### src/rtl/payload_rr_arbiter_if.sv
// ---------------------------------------------------------------------------
// payload_rr_arbiter_if
// AXI4-Stream bundle carrying LANES independent streams packed side by side.
// Lane i occupies slice i of every vector field.
//   tdata  : LANES*DATA_WIDTH       payload
//   tstrb  : LANES*DATA_WIDTH/8     byte strobes
//   tuser  : LANES*USER_WIDTH       metadata
//   tvalid : LANES                  per-lane valid
//   tready : LANES                  per-lane ready (driven by the receiver)
//   tlast  : LANES                  per-lane end of packet
// Modports: master drives payload/valid/last and receives ready;
//           slave is the mirror image.
// ---------------------------------------------------------------------------
interface payload_rr_arbiter_if #(
    parameter int DATA_WIDTH = 256,
    parameter int USER_WIDTH = 128,
    parameter int LANES      = 1
);
    logic [LANES*DATA_WIDTH-1:0]   tdata;
    logic [LANES*DATA_WIDTH/8-1:0] tstrb;
    logic [LANES*USER_WIDTH-1:0]   tuser;
    logic [LANES-1:0]              tvalid;
    logic [LANES-1:0]              tready;
    logic [LANES-1:0]              tlast;

    modport master (
        output tdata,
        output tstrb,
        output tuser,
        output tvalid,
        output tlast,
        input  tready
    );

    modport slave (
        input  tdata,
        input  tstrb,
        input  tuser,
        input  tvalid,
        input  tlast,
        output tready
    );
endinterface

### src/rtl/payload_rr_arbiter.sv
// ---------------------------------------------------------------------------
// payload_rr_arbiter
// Packet-granular round-robin merge of NUM_QUEUES AXI4-Stream queues into a
// single stream. A packet is never interleaved with another: once a queue is
// granted it keeps the output until its tlast beat transfers. One idle cycle
// separates packets; beats pass through a combinational mux.
// Ports:
//   axi_aclk     clock
//   axi_aresetn  asynchronous active-low reset
//   s_axis       NUM_QUEUES-lane input bundle (slave side)
//   m_axis       single-lane output bundle toward payload_engine (master side)
//   enable       arbitration enable; an in-flight packet always completes
//   pkt_count    per-queue forwarded packet counters, CNT_WIDTH each, wrapping
//   cur_grant    index of the queue currently or last granted
// ---------------------------------------------------------------------------
module payload_rr_arbiter #(
    parameter int C_AXIS_DATA_WIDTH  = 256,
    parameter int C_AXIS_TUSER_WIDTH = 128,
    parameter int NUM_QUEUES         = 4,
    parameter int CNT_WIDTH          = 32
) (
    input  logic                             axi_aclk,
    input  logic                             axi_aresetn,
    payload_rr_arbiter_if.slave              s_axis,
    payload_rr_arbiter_if.master             m_axis,
    input  logic                             enable,
    output logic [NUM_QUEUES*CNT_WIDTH-1:0]  pkt_count,
    output logic [2:0]                       cur_grant
);

    localparam int DW = C_AXIS_DATA_WIDTH;
    localparam int SW = C_AXIS_DATA_WIDTH / 8;
    localparam int UW = C_AXIS_TUSER_WIDTH;

    typedef enum logic [0:0] {
        IDLE = 1'b0,
        SEND = 1'b1
    } state_t;

    state_t                state_r;
    state_t                state_nxt_s;
    logic [2:0]            grant_r;
    logic [2:0]            grant_nxt_s;
    logic [2:0]            last_grant_r;
    logic [CNT_WIDTH-1:0]  pkt_count_r [NUM_QUEUES];

    logic                  send_s;
    logic                  pkt_done_s;
    logic                  pick_found_s;
    logic [2:0]            pick_s;
    logic [3:0]            cand_s;
    logic                  hit_s;

    assign send_s     = (state_r == SEND);
    // The granted lane's last beat is accepted downstream.
    assign pkt_done_s = m_axis.tvalid[0] & m_axis.tready[0] & m_axis.tlast[0];

    // State, grant and last-grant registers.
    always_ff @(posedge axi_aclk or negedge axi_aresetn) begin
        if (!axi_aresetn) begin
            state_r      <= IDLE;
            grant_r      <= 3'd0;
            // Search starts after last_grant, so queue 0 wins first.
            last_grant_r <= 3'(NUM_QUEUES - 1);
        end else begin
            state_r <= state_nxt_s;
            grant_r <= grant_nxt_s;
            if (pkt_done_s) begin
                last_grant_r <= grant_r;
            end else begin
                last_grant_r <= last_grant_r;
            end
        end
    end

    // Per-queue packet counters; wrap naturally at 2^CNT_WIDTH.
    always_ff @(posedge axi_aclk or negedge axi_aresetn) begin
        if (!axi_aresetn) begin
            for (int q = 0; q < NUM_QUEUES; q++) begin
                pkt_count_r[q] <= '0;
            end
        end else begin
            for (int q = 0; q < NUM_QUEUES; q++) begin
                if (pkt_done_s && (grant_r == 3'(q))) begin
                    pkt_count_r[q] <= pkt_count_r[q] + CNT_WIDTH'(1);
                end else begin
                    pkt_count_r[q] <= pkt_count_r[q];
                end
            end
        end
    end

    // Round-robin search and next-state decision.
    always_comb begin
        state_nxt_s  = state_r;
        grant_nxt_s  = grant_r;
        pick_found_s = 1'b0;
        pick_s       = grant_r;
        cand_s       = 4'd0;
        hit_s        = 1'b0;
        // Visit last_grant+1 .. last_grant+NUM_QUEUES (mod NUM_QUEUES); the
        // final candidate is last_grant itself, so a lone requester re-wins.
        for (int i = 1; i <= NUM_QUEUES; i++) begin
            cand_s = {1'b0, last_grant_r} + 4'(i);
            cand_s = (cand_s >= 4'(NUM_QUEUES)) ? (cand_s - 4'(NUM_QUEUES)) : cand_s;
            for (int q = 0; q < NUM_QUEUES; q++) begin
                hit_s        = !pick_found_s && (cand_s == 4'(q)) && s_axis.tvalid[q];
                pick_s       = hit_s ? 3'(q) : pick_s;
                pick_found_s = pick_found_s | hit_s;
            end
        end
        case (state_r)
            IDLE: begin
                if (enable && pick_found_s) begin
                    state_nxt_s = SEND;
                    grant_nxt_s = pick_s;
                end else begin
                    state_nxt_s = IDLE;
                end
            end
            SEND: begin
                // Grant is held through any tvalid gap until tlast transfers.
                if (pkt_done_s) begin
                    state_nxt_s = IDLE;
                end else begin
                    state_nxt_s = SEND;
                end
            end
            default: begin
                state_nxt_s = IDLE;
                grant_nxt_s = grant_r;
            end
        endcase
    end

    // Output mux of the granted lane; everything is zero outside SEND.
    always_comb begin
        m_axis.tdata  = '0;
        m_axis.tstrb  = '0;
        m_axis.tuser  = '0;
        m_axis.tvalid = '0;
        m_axis.tlast  = '0;
        s_axis.tready = '0;
        for (int q = 0; q < NUM_QUEUES; q++) begin
            if (send_s && (grant_r == 3'(q))) begin
                m_axis.tdata     = s_axis.tdata[q*DW +: DW];
                m_axis.tstrb     = s_axis.tstrb[q*SW +: SW];
                m_axis.tuser     = s_axis.tuser[q*UW +: UW];
                m_axis.tvalid[0] = s_axis.tvalid[q];
                m_axis.tlast[0]  = s_axis.tlast[q];
                s_axis.tready[q] = m_axis.tready[0];
            end else begin
                s_axis.tready[q] = 1'b0;
            end
        end
    end

    generate
        for (genvar g = 0; g < NUM_QUEUES; g++) begin : g_cnt
            assign pkt_count[g*CNT_WIDTH +: CNT_WIDTH] = pkt_count_r[g];
        end
    endgenerate

    assign cur_grant = grant_r;

endmodule

### src/flat_wrapper.sv
// flat-port wrapper written by rule: the top's interface ports become plain ports
module payload_rr_arbiter_flat 
#(
    parameter int C_AXIS_DATA_WIDTH  = 256,
    parameter int C_AXIS_TUSER_WIDTH = 128,
    parameter int NUM_QUEUES         = 4,
    parameter int CNT_WIDTH          = 32
)
  (axi_aclk, axi_aresetn, enable, pkt_count, cur_grant, s_axis_tdata, s_axis_tstrb, s_axis_tuser, s_axis_tvalid, s_axis_tlast, s_axis_tready, m_axis_tdata, m_axis_tstrb, m_axis_tuser, m_axis_tvalid, m_axis_tlast, m_axis_tready);
  payload_rr_arbiter_if #(.DATA_WIDTH((32)), .USER_WIDTH((8)), .LANES((4))) s_axis_i ();
  payload_rr_arbiter_if #(.DATA_WIDTH((32)), .USER_WIDTH((8)), .LANES(1)) m_axis_i ();
  input  logic axi_aclk;
  input  logic axi_aresetn;
  input  logic enable;
  output logic [NUM_QUEUES*CNT_WIDTH-1:0] pkt_count;
  output logic [2:0] cur_grant;
  input wire logic [$bits(s_axis_i.tdata)-1:0] s_axis_tdata;
  input wire logic [$bits(s_axis_i.tstrb)-1:0] s_axis_tstrb;
  input wire logic [$bits(s_axis_i.tuser)-1:0] s_axis_tuser;
  input wire logic [$bits(s_axis_i.tvalid)-1:0] s_axis_tvalid;
  input wire logic [$bits(s_axis_i.tlast)-1:0] s_axis_tlast;
  output wire logic [$bits(s_axis_i.tready)-1:0] s_axis_tready;
  output wire logic [$bits(m_axis_i.tdata)-1:0] m_axis_tdata;
  output wire logic [$bits(m_axis_i.tstrb)-1:0] m_axis_tstrb;
  output wire logic [$bits(m_axis_i.tuser)-1:0] m_axis_tuser;
  output wire logic [$bits(m_axis_i.tvalid)-1:0] m_axis_tvalid;
  output wire logic [$bits(m_axis_i.tlast)-1:0] m_axis_tlast;
  input wire logic [$bits(m_axis_i.tready)-1:0] m_axis_tready;
  assign s_axis_i.tdata = s_axis_tdata;
  assign s_axis_i.tstrb = s_axis_tstrb;
  assign s_axis_i.tuser = s_axis_tuser;
  assign s_axis_i.tvalid = s_axis_tvalid;
  assign s_axis_i.tlast = s_axis_tlast;
  assign s_axis_tready = s_axis_i.tready;
  assign m_axis_tdata = m_axis_i.tdata;
  assign m_axis_tstrb = m_axis_i.tstrb;
  assign m_axis_tuser = m_axis_i.tuser;
  assign m_axis_tvalid = m_axis_i.tvalid;
  assign m_axis_tlast = m_axis_i.tlast;
  assign m_axis_i.tready = m_axis_tready;
  payload_rr_arbiter #(.C_AXIS_DATA_WIDTH(C_AXIS_DATA_WIDTH), .C_AXIS_TUSER_WIDTH(C_AXIS_TUSER_WIDTH), .NUM_QUEUES(NUM_QUEUES), .CNT_WIDTH(CNT_WIDTH)) u_core (.axi_aclk(axi_aclk), .axi_aresetn(axi_aresetn), .s_axis(s_axis_i), .m_axis(m_axis_i), .enable(enable), .pkt_count(pkt_count), .cur_grant(cur_grant));
endmodule
### config.mk
export PLATFORM = sky130hd
export DESIGN_NAME = payload_rr_arbiter_flat
export DESIGN_NICKNAME = d
export VERILOG_FILES = /design/src/rtl/payload_rr_arbiter_if.sv /design/src/rtl/payload_rr_arbiter.sv /design/src/flat_wrapper.sv
export SDC_FILE = /design/constraint.sdc
export NUM_CORES = 1
export LEC_CHECK = 0
export CORE_AREA = 2 2 144 146
export CTS_CLUSTER_SIZE = 28
export DETAILED_ROUTE_END_ITERATION = 16
export DIE_AREA = 0 0 146 148
export GPL_TIMING_DRIVEN = 0
export HOLD_SLACK_MARGIN = 0.02
export PLACE_DENSITY = 0.77
export SKIP_CTS_REPAIR_TIMING = 1
export SYNTH_ARGS = -nofsm -noshare
export SYNTH_HDL_FRONTEND = slang
export SYNTH_SLANG_ARGS = --single-unit
### constraint.sdc
create_clock -name axi_aclk -period 2.29 [get_ports axi_aclk]
set_clock_uncertainty 0.15 [all_clocks]
set_input_delay 0.458 -clock axi_aclk [delete_from_list [all_inputs] [get_ports axi_aclk]]
set_output_delay 0.458 -clock axi_aclk [all_outputs]
set_load 0.05 [all_outputs]
==> deck_impl_summary.md, run 1 <==
Key Metrics from the Run

Layout
  – Most frequent logic cell in the layout: sky130_fd_sc_hd__dfrtp_1
  – Commonest cells after routing, fill and taps aside: sky130_fd_sc_hd__dfrtp_1, sky130_fd_sc_hd__dlymetal6s2s_1, sky130_fd_sc_hd__clkdlybuf4s50_1, sky130_fd_sc_hd__xnor2_1, sky130_fd_sc_hd__nand2_1
  – Area of all placed cells without fillers: approximately 11000 µm²

Clock tree
  – Clock Latency Late Sink: about 0.42 ns
  – Clock-pin slew on the worst setup and hold paths: around 0.060 ns
  – Num Clock Sinks: around 130
  – Num CTS Buffers: 17
  – TritonCTS clock tree: yes
  – H-tree depth: 4

Final timing
  – RSZ-0062 raised after global routing: yes
  – Tightest slew margin relative to the limit: 61.0%
  – Final number of hold-violating endpoints: 0
  – Min Tclk post-route: between 2 and 2.5 ns
  – Final setup vio count: 36
  – Maximum frequency from static timing analysis: roughly 430 MHz
  – Crit path setup slack, layout: -0.0453 ns
  – Final Cycle Share: 102%

Route
  – Count of unresolved DRC violations after routing: 0
  – Vias/cell: between 4 and 5
  – Number of nets with antenna violations after routing: 0
  – Drt first-iter violations: about 270
  – Number of detailed-routing iterations run before antenna repair: 4

Pwr
  – Net switching power of the design: 0.00317 W
  – Combinational power share: 36.8%
  – Leakage power summed over all cells: 6.42 nW
  – Clock power frac: 33.8%
  – Internal power: slightly below 0.006 W
  – Switching share of total power: a little over a third
  – Peak VDD IR: roughly 0.48 mV

Die
  – Row count: roughly 52
  – Fp util: about a third
  – Die X: between 100 and 150 µm
  – Floorplan die height: 148 µm
  – Core area: ~20000 µm²
  – Number of top-level pins: ~370

Critical path
  – Critical Path Sink Type: output pin
  – Critical register-to-register path startpoint: u_core.cur_grant[0]
  – Delay of the slowest critical-path stage: around 0.41 ns
  – Number of cells on the worst reg-to-reg path: 7
  – Worst Path Required: around 1.7 ns
  – Launch point of the worst path: u_core.cur_grant[1]
  – Cell depth of the worst setup path: 6
  – Number of buffer and inverter stages on the critical path: 3
  – Cell-by-cell trace of the critical path: nand2b_4 -> nor2_4 -> buf_12 -> buf_6 -> and2_2 -> buf_8
  – Crit path arrival time: 1.73 ns

Logic synthesis
  – Sequential share of the synthesized area: roughly half
  – YS warnings: 0
  – Number of enable flip-flop cells: 0
  – Count of distinct cell types in the synthesized netlist: about 43
  – Post-Synthesis Cell Area: roughly 6600 µm²
  – Yosys stat cell total: 647
  – Area share, top type: 50.0%
  – Main synth FF type: sky130_fd_sc_hd__dfrtp_1
  – Most frequent cell after synthesis: sky130_fd_sc_hd__dfrtp_1
  – Synthesized instance count: around 650
  – Area figure in the yosys stat output: ~6600 µm²

Placement
  – Placed inst area: ~9400 µm²
  – Half-perimeter wire length after placement: 14500 µm
  – Port buffer count: 235

Hold path
  – Min-Delay Startpoint: s_axis_tvalid[2]
  – Class of the tightest hold or removal check: in2reg

GRT
  – Via count of the first global-routing pass: approximately 5600
  – Remaining global-route overflow: 0
  – Wire length of the first global-routing pass: around 30000 µm
  – Number of antenna violations at the first check in global routing: 5
  – Largest net degree at the start of global routing: approximately 70

Outcome
  – Violations in the final reports: setup timing
  – Result of the run: complete, but fails checks
run 1: metrics by stage:
step,hold slack [ns],total power (W),cells,utilization [%]
2_1_floorplan,0.0124,0.00437,647,-
3_3_place_gp,0.311,0.00534,1152,46.7
3_5_place_dp,0.309,0.00536,1153,46.8
4_1_cts,-0.134,0.00844,1185,50.1
5_1_grt,0.344,0.00934,1206,54.2
6_report,0.313,0.00897,1209,54.2
run 1: tightest hold or removal path: stages:
cell                             delay, ns
sky130_fd_sc_hd__dlymetal6s2s_1       0.17
sky130_fd_sc_hd__o211ai_1             0.12
sky130_fd_sc_hd__o21ai_0              0.09
run 1: metal layers:
layer / GRT usage, % / wire (µm)
met1: 22.0 / 8120
met2: 28.8 / 9730
met3: 6.85 / 1750
met5: 0 / 8
met4: 5.15 / 255
run 1: state kept, by name, summed over array words and instances (netlist names):
register and cells:
u_core.pkt_count 128, u_core.cur_grant 2, u_core.last_grant_r 2, u_core.send_s 1
run 1: logic make-up after synthesis:
kind of cell,synth area share [%]
buffers and inverters,2.86
AND/OR/NAND/NOR,26.3
adder cells (fa/ha/maj),0.764
flip-flops,50.8
multiplexers,1.28
XOR/XNOR,16.6
other,0.0572
AND-OR/OR-AND,1.30
run 1: power groups by stage:
| stage | clock (W) | sequential (W) | combinational [W] |
|---|---|---|---|
| 3_5_place_dp | 0 | 0.00269 | 0.00267 |
| 4_1_cts | 0.00310 | 0.00265 | 0.00269 |
| 6_report | 0.00304 | 0.00264 | 0.00330 |
| 3_3_place_gp | 0 | 0.00269 | 0.00265 |
| 2_1_floorplan | 0 | 0.00297 | 0.00140 |
| 5_1_grt | 0.00322 | 0.00266 | 0.00346 |
run 1: path summary, 6_finish.rpt:
kind	slack, ns	to
setup / recovery	-0.05	m_axis_tdata[12]
hold reg to reg	0.32	u_core.pkt_count[127]
hold / removal	0.31	u_core.cur_grant[1]
setup reg to reg	0	u_core.pkt_count[61]
max in group asynchronous	0.79	u_core.pkt_count[35]
min in group asynchronous	0.44	u_core.pkt_count[75]
run 1: final cells by class:
type	instances	area [µm²]
fillers	1761	9180
multi-input cells	470	3380
flip-flops and latches	133	3340
repair buffers	258	2910
clock buffers	20	457
well taps	270	338
clock inverters	12	200
plain buffers	16	134
inverters	27	106
diodes	3	7.51
run_1/m1.png
Scale: 4 px per µm. Supply wires on this layer in grey.
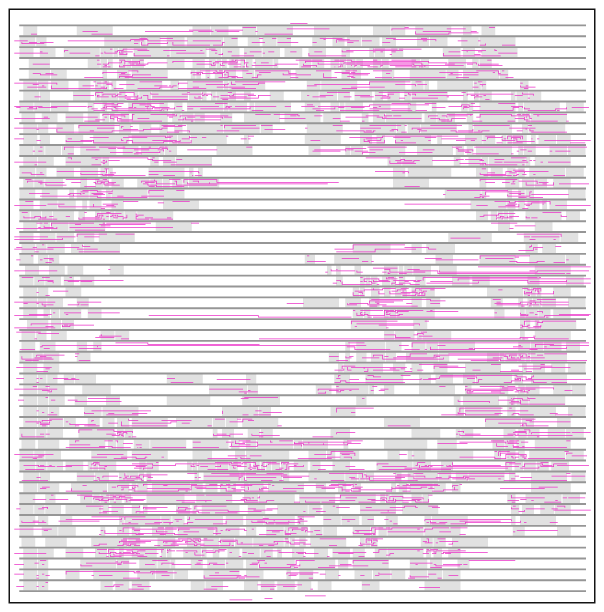
share of all routed wire: 41%
longest straight run: 81.0 µm
nets with wire on the layer: 848
routed wire length: 19900 µm
vias after detailed routing: 5837
met1 track demand over resource in global routing: 22.0%

run_1/congestion_map.png
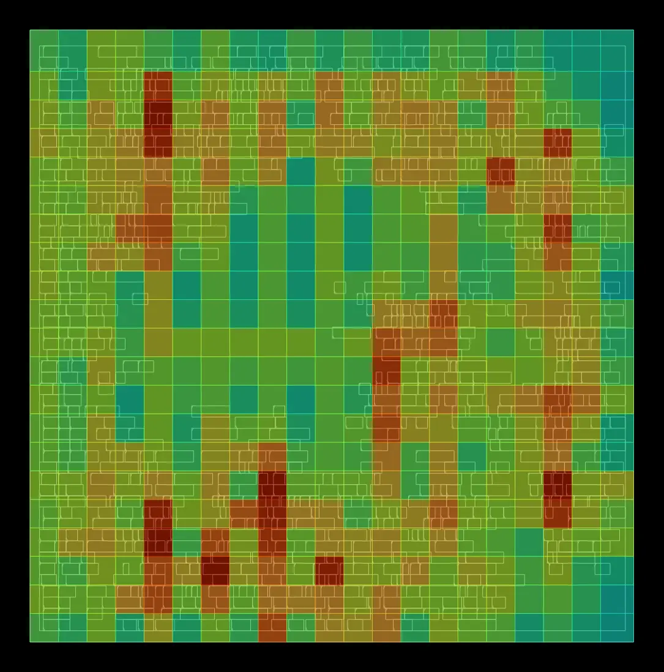
drt wl/cell: 16.4 µm
share of the core filled with cells in the final layout: 54.2%
most congested layer reported by global routing: met2
GR Layer Usage met2: 28.8%
fraction of met3 tracks used by global routing: 6.85%

run_1/ff_map.png
Scale: 3 px per µm. Other sequential cells in the stronger grey, the rest of the logic in the fainter grey.
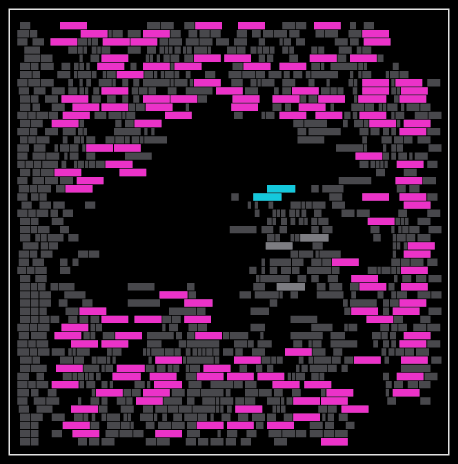
[`u_core.pkt_count`] magenta | placed flops: 128 | where: spread over the die
[`u_core.last_grant_r`] cyan | placed flops: 2
Seq area share: 30.7%
sequential power: 0.00264 W
register area: 3340 µm²

run_1/layers.png
Scale: 3 px per µm. Two of the layers only.
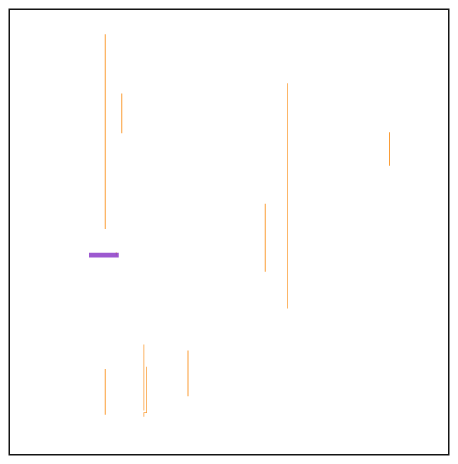
[M4] orange | wire length: 255 µm
[M5] purple | wire length: 8.30 µm
Tot GR Track Use: 17.7%

--- run 2 (diff from run 1) ---
ABC_AREA = 1   (was not set)
CORE_AREA = not set   (was 2 2 144 146)
CORE_MARGIN = 2   (was not set)
CORE_UTILIZATION = 39   (was not set)
DIE_AREA = not set   (was 0 0 146 148)
PLACE_DENSITY = 0.83   (was 0.77)
run_2/m4.png
Scale: 3 px per µm. Supply wires on this layer in grey.
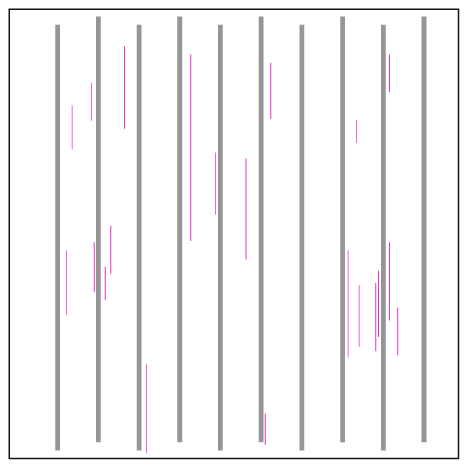
nets with wire on the layer: 18
share of all routed wire: 1.6%
longest straight run: 61.9 µm
vias after detailed routing: 8724
routed wire length: 27500 µm

run_2/layers.png
Scale: 3 px per µm. Two of the layers only.
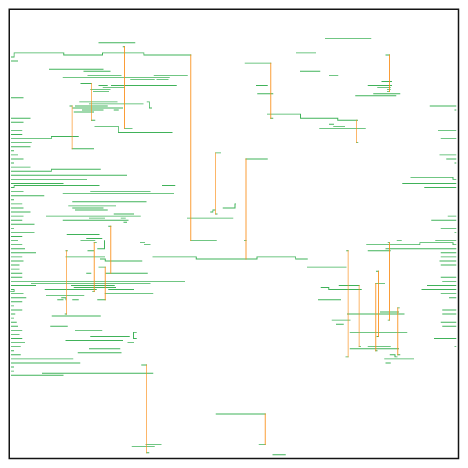
[M3] green | wire length: 1980 µm
[M4] orange | wire length: 452 µm
drt wl/cell: 15.9 µm
Tot GR Track Use: 23.6%

==> deck_impl_summary.md, run 2 <==
Key Metrics from the Run

Critical path
  – Worst Path Required: between 2 and 2.5 ns
  – Crit path arrival time: between 2 and 3 ns
  – CP startpoint kind: register
  – Peak fanout along the critical path: 9
  – Critical Path Sink Type: register
  – Critical path class: reg2reg

Final timing
  – Final-report max-slew violation count: 0
  – Final setup vio count: 94
  – Tightest slew margin relative to the limit: between 60% and 70%
  – Min Tclk post-route: roughly 2.5 ns
  – Final total negative setup slack: -8.05 ns
  – Final number of hold-violating endpoints: 0
  – Maximum frequency from static timing analysis: between 400 and 500 MHz
  – Worst slack on hold paths: between 0.3 and 0.4 ns
  – Tightest Pin Transition: 0.560 ns
  – Final Cycle Share: 109%
  – Crit path setup slack, layout: -0.200 ns
  – RSZ-0062 raised after global routing: yes

Placement
  – Port buffer count: between 200 and 250
  – Placed inst area: 11300 µm²
  – Gpl congestion: 0.933
  – Setup slack after placement: -1.07 ns
  – Number of cells after detailed placement: 1667
  – Half-perimeter wire length after placement: between 20000 and 25000 µm

Clock tree
  – Clock-pin slew on the worst setup and hold paths: about 0.070 ns
  – Num CTS Buffers: 17
  – Clock Latency Late Sink: 0.42 ns
  – H-tree depth: 4
  – TritonCTS clock tree: yes
  – Clk Tree Root Cell: sky130_fd_sc_hd__clkbuf_16
  – Num Clock Sinks: around 130
  – Buffers from clock root to sink, at most: 2

Route
  – Count of unresolved DRC violations after routing: 0
  – Number of nets with antenna violations after routing: 0
  – Vias/cell: between 5 and 6
  – Drt first-iter violations: between 500 and 600
  – Number of detailed-routing iterations run before antenna repair: 5

Pwr
  – Switching share of total power: a little under half
  – Combinational power share: roughly half
  – Clock power frac: 22.8%
  – Power after layout: 0.0121 W
  – Net switching power of the design: between 0.005 and 0.006 W
  – Peak VDD IR: around 0.70 mV
  – Leakage power summed over all cells: 7.55 nW
  – Share of power burned in registers: ~26%
  – Internal power: 0.00645 W
  – Total power divided by cell area: ~930 nW/µm²

Logic synthesis
  – Post-Syn Nets: around 1300
  – Count of distinct cell types in the synthesized netlist: 32
  – Commonest cells in the netlist: sky130_fd_sc_hd__nand2_1, sky130_fd_sc_hd__nor2_1, sky130_fd_sc_hd__inv_1
  – Leading area contributor after synthesis: sky130_fd_sc_hd__dfrtp_1
  – Synthesized instance count: ~1200
  – Top cells by area, synth: sky130_fd_sc_hd__dfrtp_1, sky130_fd_sc_hd__nand2_1, sky130_fd_sc_hd__xor2_1, sky130_fd_sc_hd__nor2_1, sky130_fd_sc_hd__inv_1
  – Number of enable flip-flop cells: 0
  – Number of flip-flops and latches in the synthesized netlist: 133
  – Main synth FF type: sky130_fd_sc_hd__dfrtp_1
  – Sequential share of the synthesized area: a little over 40%
  – Post-Synthesis Cell Area: 8230 µm²
  – YS warnings: 0
  – Async set-reset flop share out of synthesis: 100%
  – Avg Cell Area, Syn: 7.12 µm²
  – Most frequent cell after synthesis: sky130_fd_sc_hd__nand2_1
  – Area figure in the yosys stat output: a little over 8000 µm²
  – Yosys stat cell total: 1156
  – Area share, top type: between 30 and 40%

Layout
  – Share of the core filled with cells in the final layout: 62.0%
  – Syn-to-layout area delta: 57.4%
  – Most frequent logic cell in the layout: sky130_fd_sc_hd__nand2_1
  – Layout cells sized above 1: about 18%
  – Final Net Count: 1634
  – Commonest cells after routing, fill and taps aside: sky130_fd_sc_hd__nand2_1, sky130_fd_sc_hd__inv_1, sky130_fd_sc_hd__dfrtp_1, sky130_fd_sc_hd__dlymetal6s2s_1, sky130_fd_sc_hd__nor2_1
  – Flip-flop count of the largest register, all copies and words added: 128
  – Area of all placed cells without fillers: between 10000 and 15000 µm²
  – Final cell count without fillers: about 1700

GRT
  – Largest net degree at the start of global routing: a little over 80
  – Remaining global-route overflow: 0
  – Via count of the first global-routing pass: slightly above 8000
  – Wire length of the first global-routing pass: between 40000 and 50000 µm
  – Number of antenna violations at the first check in global routing: 1

Hold path
  – Class of the tightest hold or removal check: reg2reg

Job
  – Tool Warnings: 160
  – Maximum capacitance violations: 0

Die
  – Overall chip area: 22300 µm²
  – Row count: between 50 and 60
  – Core area: about 21000 µm²
  – Floorplan die height: 149 µm
  – Die X: around 150 µm
  – Fp util: between 30 and 40%
  – Number of top-level pins: about 370

Outcome
  – Violations in the final reports: setup timing
  – Result of the run: complete, but fails checks
[run 2: netlist changes by cell type in the layout (fill, tap and decap cells not counted), moves of 25 or more]
cell / delta
sky130_fd_sc_hd__o21ai_1: +25
sky130_fd_sc_hd__nor2_4: +33
sky130_fd_sc_hd__nor2_1: +54
sky130_fd_sc_hd__nand2_1: +298
sky130_fd_sc_hd__xnor2_1: -43
sky130_fd_sc_hd__nor3_1: +41
sky130_fd_sc_hd__inv_1: +101
sky130_fd_sc_hd__and2_2: -36
sky130_fd_sc_hd__nor2_2: +37
sky130_fd_sc_hd__xor2_1: +43
[run 2: kinds of logic (layout without fill, tap and decap cells)]
group                    after synthesis  count (layout)  synth area share [%]
AND-OR/OR-AND                         34              34                  2.19
flip-flops                           133             133                  40.5
XOR/XNOR                             124             124                  13.2
adder cells (fa/ha/maj)                4               4                 0.608
other                                  1               2                0.0456
AND/OR/NAND/NOR                      699             700                  36.0
buffers and inverters                161             459                  7.52
[run 2: metal layers]
metal | GRT usage [%] | vias up | share of wire [%]
li1 | - | 4221 | -
met1 | 31.7 | 4099 | 43
met2 | 38.2 | 359 | 49
met3 | 5.29 | 45 | 7.2
met4 | 7.14 | 0 | 1.6
met5 | 0 | - | 0
[run 2: critical path, stage by stage, from the launching register on]
cell	delay (ns)
sky130_fd_sc_hd__dfrtp_4	0.55
sky130_fd_sc_hd__nor2_4	0.22
sky130_fd_sc_hd__buf_4	0.16
sky130_fd_sc_hd__nand3_1	0.08
sky130_fd_sc_hd__nand4_1	0.15
sky130_fd_sc_hd__nand2_2	0.10
sky130_fd_sc_hd__nor2_4	0.19
sky130_fd_sc_hd__buf_6	0.17
sky130_fd_sc_hd__nand2_8	0.09
sky130_fd_sc_hd__inv_6	0.09
sky130_fd_sc_hd__nand4_1	0.15
sky130_fd_sc_hd__nor2_2	0.18
sky130_fd_sc_hd__xor2_1	0.14
[run 2: power by group through the flow]
stage	clock network (W)	logic [W]	registers [W]
2_1_floorplan	0	0.00261	0.00397
3_3_place_gp	0	0.00518	0.00314
3_5_place_dp	0	0.00526	0.00315
4_1_cts	0.00279	0.00528	0.00312
5_1_grt	0.00289	0.00654	0.00317
6_report	0.00275	0.00623	0.00312
[run 2: layout make-up]
cell class,count,area [µm²]
inverters,140,557
plain buffers,20,221
flip-flops and latches,133,3340
fillers,1723,7940
clock buffers,20,447
diodes,1,2.50
well taps,275,344
multi-input cells,863,4860
clock inverters,12,144
repair buffers,267,3040
[run 2: final timing paths]
| check | from | cells past startpoint | endpoint | slack, ns |
|---|---|---|---|---|
| setup / recovery | u_core.cur_grant[1] | 12 | u_core.pkt_count[22] | -0.20 |
| hold / removal | u_core.pkt_count[102] | 1 | u_core.pkt_count[102] | 0.36 |
| setup reg to reg | u_core.cur_grant[1] | 12 | u_core.pkt_count[22] | -0.20 |
| hold reg to reg | u_core.pkt_count[102] | 1 | u_core.pkt_count[102] | 0.36 |
| max in group asynchronous | axi_aresetn | 3 | u_core.pkt_count[39] | 0.77 |
| min in group asynchronous | axi_aresetn | 2 | u_core.pkt_count[30] | 0.40 |
Power and IR drop assume default switching activity.
